$ cat src/rtl/conf_int_add__apx_err_monitor.sv
// Approximate-adder error monitor: windowed |acc - apx| sums drive a hysteresis
// select FSM.  States: APX | approximate result selected;  ACC | accurate result selected (hold >= 0).
module conf_int_add__apx_err_monitor #(
  parameter int DATA_PATH_BITWIDTH = 16,
  parameter int WIN_LOG2           = 4,
  parameter int ERR_SUM_W          = 32,
  parameter int ERR_THRESH         = 1024,
  parameter int HOLD_WINDOWS       = 2
) (
  input  logic                 clk,
  input  logic                 rst,
  input  logic                 in_valid,
  input  logic [24:0]          d__acc,
  input  logic [24:0]          d__apx,
  input  logic                 force_acc,
  output logic                 acc__sel,
  output logic [24:0]          d_out,
  output logic                 out_valid,
  output logic                 win_done,
  output logic [ERR_SUM_W-1:0] err_win_sum
);

  localparam int APX_ZB = 24 - DATA_PATH_BITWIDTH;
  localparam logic [24:0] APX_MASK = ~((25'd1 << APX_ZB) - 25'd1);
  localparam int SW = ((ERR_SUM_W > 25) ? ERR_SUM_W : 25) + 1;
  localparam logic [SW-1:0] SAT_MAX = SW'({ERR_SUM_W{1'b1}});
  localparam int HW = (HOLD_WINDOWS < 1) ? 1 : $clog2(HOLD_WINDOWS + 1);
  localparam logic [HW-1:0] HOLD_INIT = HW'(HOLD_WINDOWS);
  localparam logic [63:0] THR_HI = 64'(ERR_THRESH);
  localparam logic [63:0] THR_LO = THR_HI >> 1;

  typedef enum logic {APX = 1'b0, ACC = 1'b1} state_t;

  state_t                 state, state_next;
  logic [HW-1:0]          hold, hold_next, hold_dec;
  logic [WIN_LOG2-1:0]    cnt;
  logic [ERR_SUM_W-1:0]   acc_sum, sat_sum;
  logic [24:0]            apx_clean, err;
  logic [SW-1:0]          sum_wide;
  logic                   win_close, force_acc_q, above, below_lo;

  // Low approximate bits are structurally zero; masking keeps stray bits out of the error.
  assign apx_clean = d__apx & APX_MASK;
  assign err       = (d__acc >= apx_clean) ? (d__acc - apx_clean) : (apx_clean - d__acc);
  assign sum_wide  = SW'(acc_sum) + SW'(err);
  assign sat_sum   = (sum_wide > SAT_MAX) ? {ERR_SUM_W{1'b1}} : sum_wide[ERR_SUM_W-1:0];
  assign win_close = in_valid && (cnt == {WIN_LOG2{1'b1}});
  assign above     = 64'(sat_sum) > THR_HI;
  assign below_lo  = 64'(sat_sum) <= THR_LO;
  assign hold_dec  = (hold == '0) ? '0 : hold - HW'(1);

  always_ff @(posedge clk or negedge rst) begin
    if (!rst) begin
      state <= APX;
      hold  <= '0;
    end else begin
      state <= state_next;
      hold  <= hold_next;
    end
  end

  always_comb begin
    state_next = state;
    hold_next  = hold;
    if (win_close) begin
      case (state)
        APX: begin
          if (above) begin
            state_next = ACC;
            hold_next  = HOLD_INIT;
          end
        end
        ACC: begin
          if (above) begin
            hold_next = HOLD_INIT;
          end else begin
            hold_next = hold_dec;
            if ((hold_dec == '0) && below_lo) state_next = APX;
          end
        end
        default: state_next = APX;
      endcase
    end
  end

  always_comb begin
    acc__sel = (state == ACC) | force_acc_q;
  end

  always_ff @(posedge clk or negedge rst) begin
    if (!rst) begin
      force_acc_q <= 1'b0;
      cnt         <= '0;
      acc_sum     <= '0;
      d_out       <= '0;
      out_valid   <= 1'b0;
      win_done    <= 1'b0;
      err_win_sum <= '0;
    end else begin
      force_acc_q <= force_acc;
      out_valid   <= in_valid;
      win_done    <= win_close;
      if (in_valid) begin
        d_out <= acc__sel ? d__acc : d__apx;
        cnt   <= cnt + WIN_LOG2'(1);
        if (win_close) begin
          err_win_sum <= sat_sum;
          acc_sum     <= '0;
        end else begin
          acc_sum <= sat_sum;
        end
      end
    end
  end

endmodule

$ cat config.mk
export PLATFORM = sky130hd
export DESIGN_NAME = conf_int_add__apx_err_monitor
export DESIGN_NICKNAME = d
export VERILOG_FILES = /design/src/rtl/conf_int_add__apx_err_monitor.sv
export SDC_FILE = /design/constraint.sdc
export NUM_CORES = 1
export LEC_CHECK = 0
export ABC_AREA = 1
export CAP_MARGIN = 20
export CORE_MARGIN = 4
export CORE_UTILIZATION = 33
export DETAILED_ROUTE_END_ITERATION = 10
export SLEW_MARGIN = 5
export SYNTH_ARGS = -nofsm -noshare
export SYNTH_HDL_FRONTEND = slang
export SYNTH_SLANG_ARGS = --single-unit
$ cat constraint.sdc
create_clock -name clk -period 3.2 [get_ports clk]
set_input_delay 0.48 -clock clk [delete_from_list [all_inputs] [get_ports clk]]
set_output_delay 0.48 -clock clk [all_outputs]
set_load 0.01 [all_outputs]
run_1/metal_stack.png
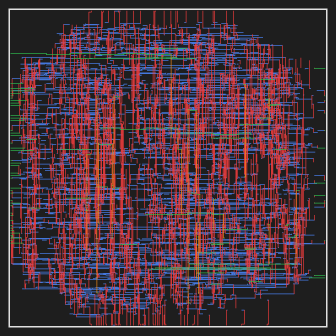
Blue marks met1, wire length 15000 um. Red marks met2, wire length 17100 um. Orange marks met4, wire length 777 um. Green marks met3, wire length 978 um.
GRT Total Usage: 22.7%
WL/cell: 15.7 um
detailed-route via count: 10.2k
Detailed Route WL: 33900 um

run_1/clock_map.png
Scale bar: 50 um.
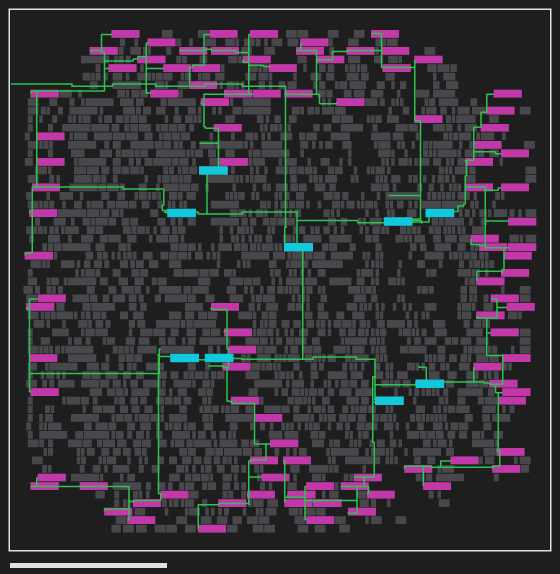
Cyan marks cells driving clock nets, count 9. Magenta marks flip-flops, count 99. Green marks clock wires, length 1640 um.
There are 10 routed clock nets. Position of the flops: spread over the die.
Clock group: 1.24 mW
clk_skew: 0.0149 ns
Clock power frac: 9.2%

==> run notes, run 1 <==
run results: Non-clock buffers between 400 and 500, failing checks negative setup slack, NonClk Buf Share approximately 25%, drt pass-1 iters 5, Leak Pwr between 7 and 8 nW, Critical Path Start d__acc[20], layout cells sized above 1 a little over two fifths, # diodes 0, DR vias/cell 4.75, fin worst setup slack -1.03 ns, grt met2 use 40.2%, #MultiIn Comb 1024, outcome finished with violations, Pint ~7.1 mW, CTS tree yes, wire length on met2 between 15000 and 20000 um, Flop area approximately 0.0025 mm2, clock buf count 12, synthesized instance count 1398, CTS max path bufs 2, Top-area cell share 27.8%, reg-to-reg startpoint acc_sum[0]$_DFFE_PN0P_, final hold vios 0, die height about 170 um, uppermost layer routed met4, Synth area leaders dfrtp_1, nand2_1, inv_1, number of remaining DRC errors 0, IO Count around 110, most used routing layer met2, CP delay by family, top simple AND/OR/NAND/NOR gates, hpwl dp around 27000 um, synth warn 0, RSZ-0062 raised after global routing yes, num tapcells about 340, sw power 6.40 mW, fp_density between 30% and 40%, xor/xnor share about 3.4%, Setup-failing EPs final around 67, Largest cell class combinational gates, vias in the first global route approximately 10k, cts bufs inserted 9
run_1/met3.png
Scale bar: 50 um.
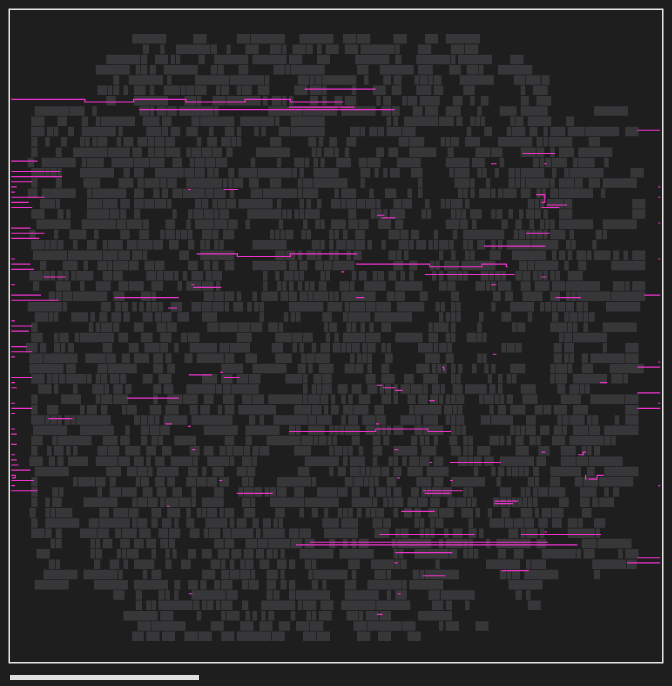
The layer holds 2.9% of the routed length. The layer carries 978 um of wire. The wires run mostly horizontal. The longest straight run is 74.1 um. 102 nets have wire on it.

run_1/final_congestion.png
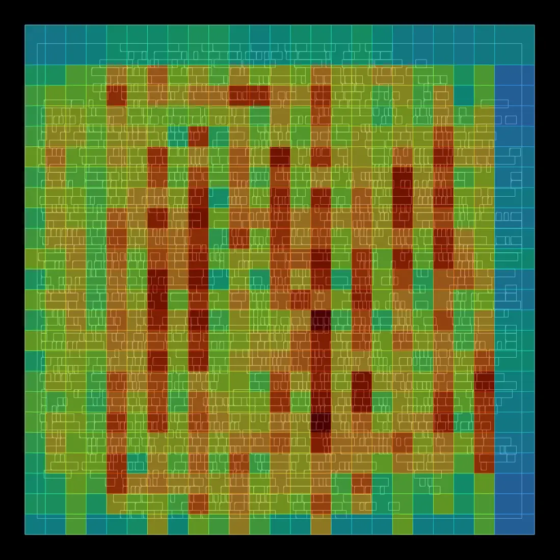

==> run 2, diff against run 1 <==
--- a/config.mk
+++ b/config.mk
@@ -7,6 +7,7 @@
 export LEC_CHECK = 0
 export ABC_AREA = 1
 export CAP_MARGIN = 20
+export CORE_ASPECT_RATIO = 0.7
 export CORE_MARGIN = 4
 export CORE_UTILIZATION = 33
 export DETAILED_ROUTE_END_ITERATION = 10
run_2/final_congestion.png
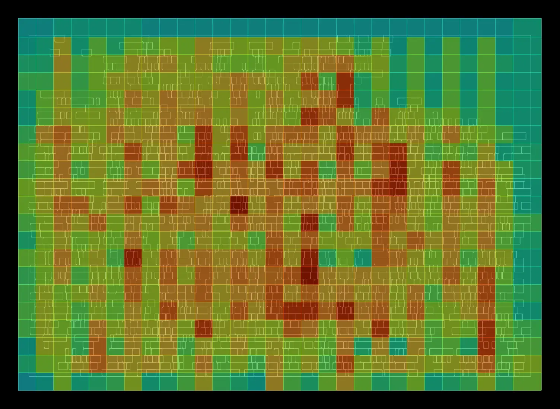
grt met2 use: 33.6%
WL/cell: 16.3 um
M1 GR Usage: 36.7%
met3 usage: 4.77%

run_2/met2.png
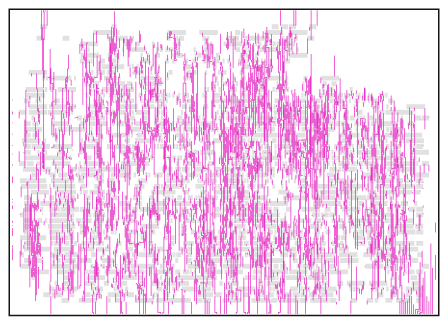
The longest straight run is 49.6 um. The layer carries 14500 um of wire. 1598 nets have wire on it.

==> run 2 against run 1 <==
Net effect:
- count of clock-buffer cells in the layout is 2 lower
- clock skew shrank 0.0014 ns
- setup slack worse by 0.071 ns
- register-to-register slack barely moved
- via count up 3.1%
- critical path type unchanged
- flip-flop count is the same
- cell area down 0.73%
- the flow still finishes with violations (negative setup slack)
- sequential share of layout area grew 0.12 points
==> run notes, run 2 <==
run results: Clock H-tree levels 3, Mux area share less than 1%, delay of the slowest cell on the worst path 0.32 ns, #MultiIn Comb between 1k and 1.5k, Clock group about 1.3 mW, GRT Total Usage 23.5%, Critical R2R Capture hold[1]$_DFFE_PN0P_, Critical Path Start d__acc[15], vias in the first global route between 10k and 15k, drt pass-1 iters 5, logic area between 0.006 and 0.007 mm2, Non-clock buffers 447, GP Congestion a little under 1, Critical Setup Path Class in2reg, RSZ-0062 raised after global routing yes, failing checks negative setup slack, wire length on met2 roughly 15000 um, Largest cell class combinational gates, # diodes 0, Flop area ~0.0025 mm2, IO Count ~110, worst slew pin tran ~0.72 ns, clock buf count 10, die height approximately 150 um, clock root buffer clkbuf_16, Logic family by area simple AND/OR/NAND/NOR gates, number of remaining DRC errors 0, synth warn 0, Detailed Route WL around 36000 um, Setup-failing EPs final ~67, DR vias/cell about 4.8, # rows 49, Leak Pwr around 7.5 nW, fp_density between 30% and 40%, worst hold path class in2async, hpwl dp 27200 um, Synth Area per Inst 6.36 um2, largest net degree at the start of global routing approximately 51, outcome finished with violations, Biggest consumer combinational logic, layout cells sized above 1 39.3%, flop share of the area between 10% and 20%, CTS max path bufs 2, maximum vdd ir drop 0.634 mV, reg-to-reg startpoint acc_sum[0]$_DFFE_PN0P_, most used routing layer met1, clk_skew about 0.013 ns, Power Density 889 mW/mm2, CP delay by family, top simple AND/OR/NAND/NOR gates, Critical Path Sink hold[1]$_DFFE_PN0P_, Top-area cell share between 20% and 30%, distinct lib cells roughly 50, R2R cell count 20, num tapcells between 300 and 400, detailed-route via count 10.6k, Synth area leader dfrtp_1, cts bufs inserted 9, sw power around 6.4 mW, Period minus WS final around 4.3 ns, clk_lat worst skew between 0.3 and 0.4 ns, final hold vios 0, ys cells roughly 1.4k, xor/xnor share under 10%, number of enable flip-flop cells 0, Clock power frac 9.4%, CTS tree yes, Yosys reg bits 99, fillers ~2.5k, ANT nets after route 0, fin worst setup slack -1.10 ns, commonest cells in the netlist nand2_1, inv_1, o21ai_0, uppermost layer routed met4, Switching Fraction roughly 48%, NonClk Buf Share roughly a quarter, Synth area leaders dfrtp_1, nand2_1, inv_1, Pint 7.00 mW, synthesized instance count 1398, CORE AREA 0.0261 mm2
Power figures rest on the tool's default switching activity, not on a simulated workload.
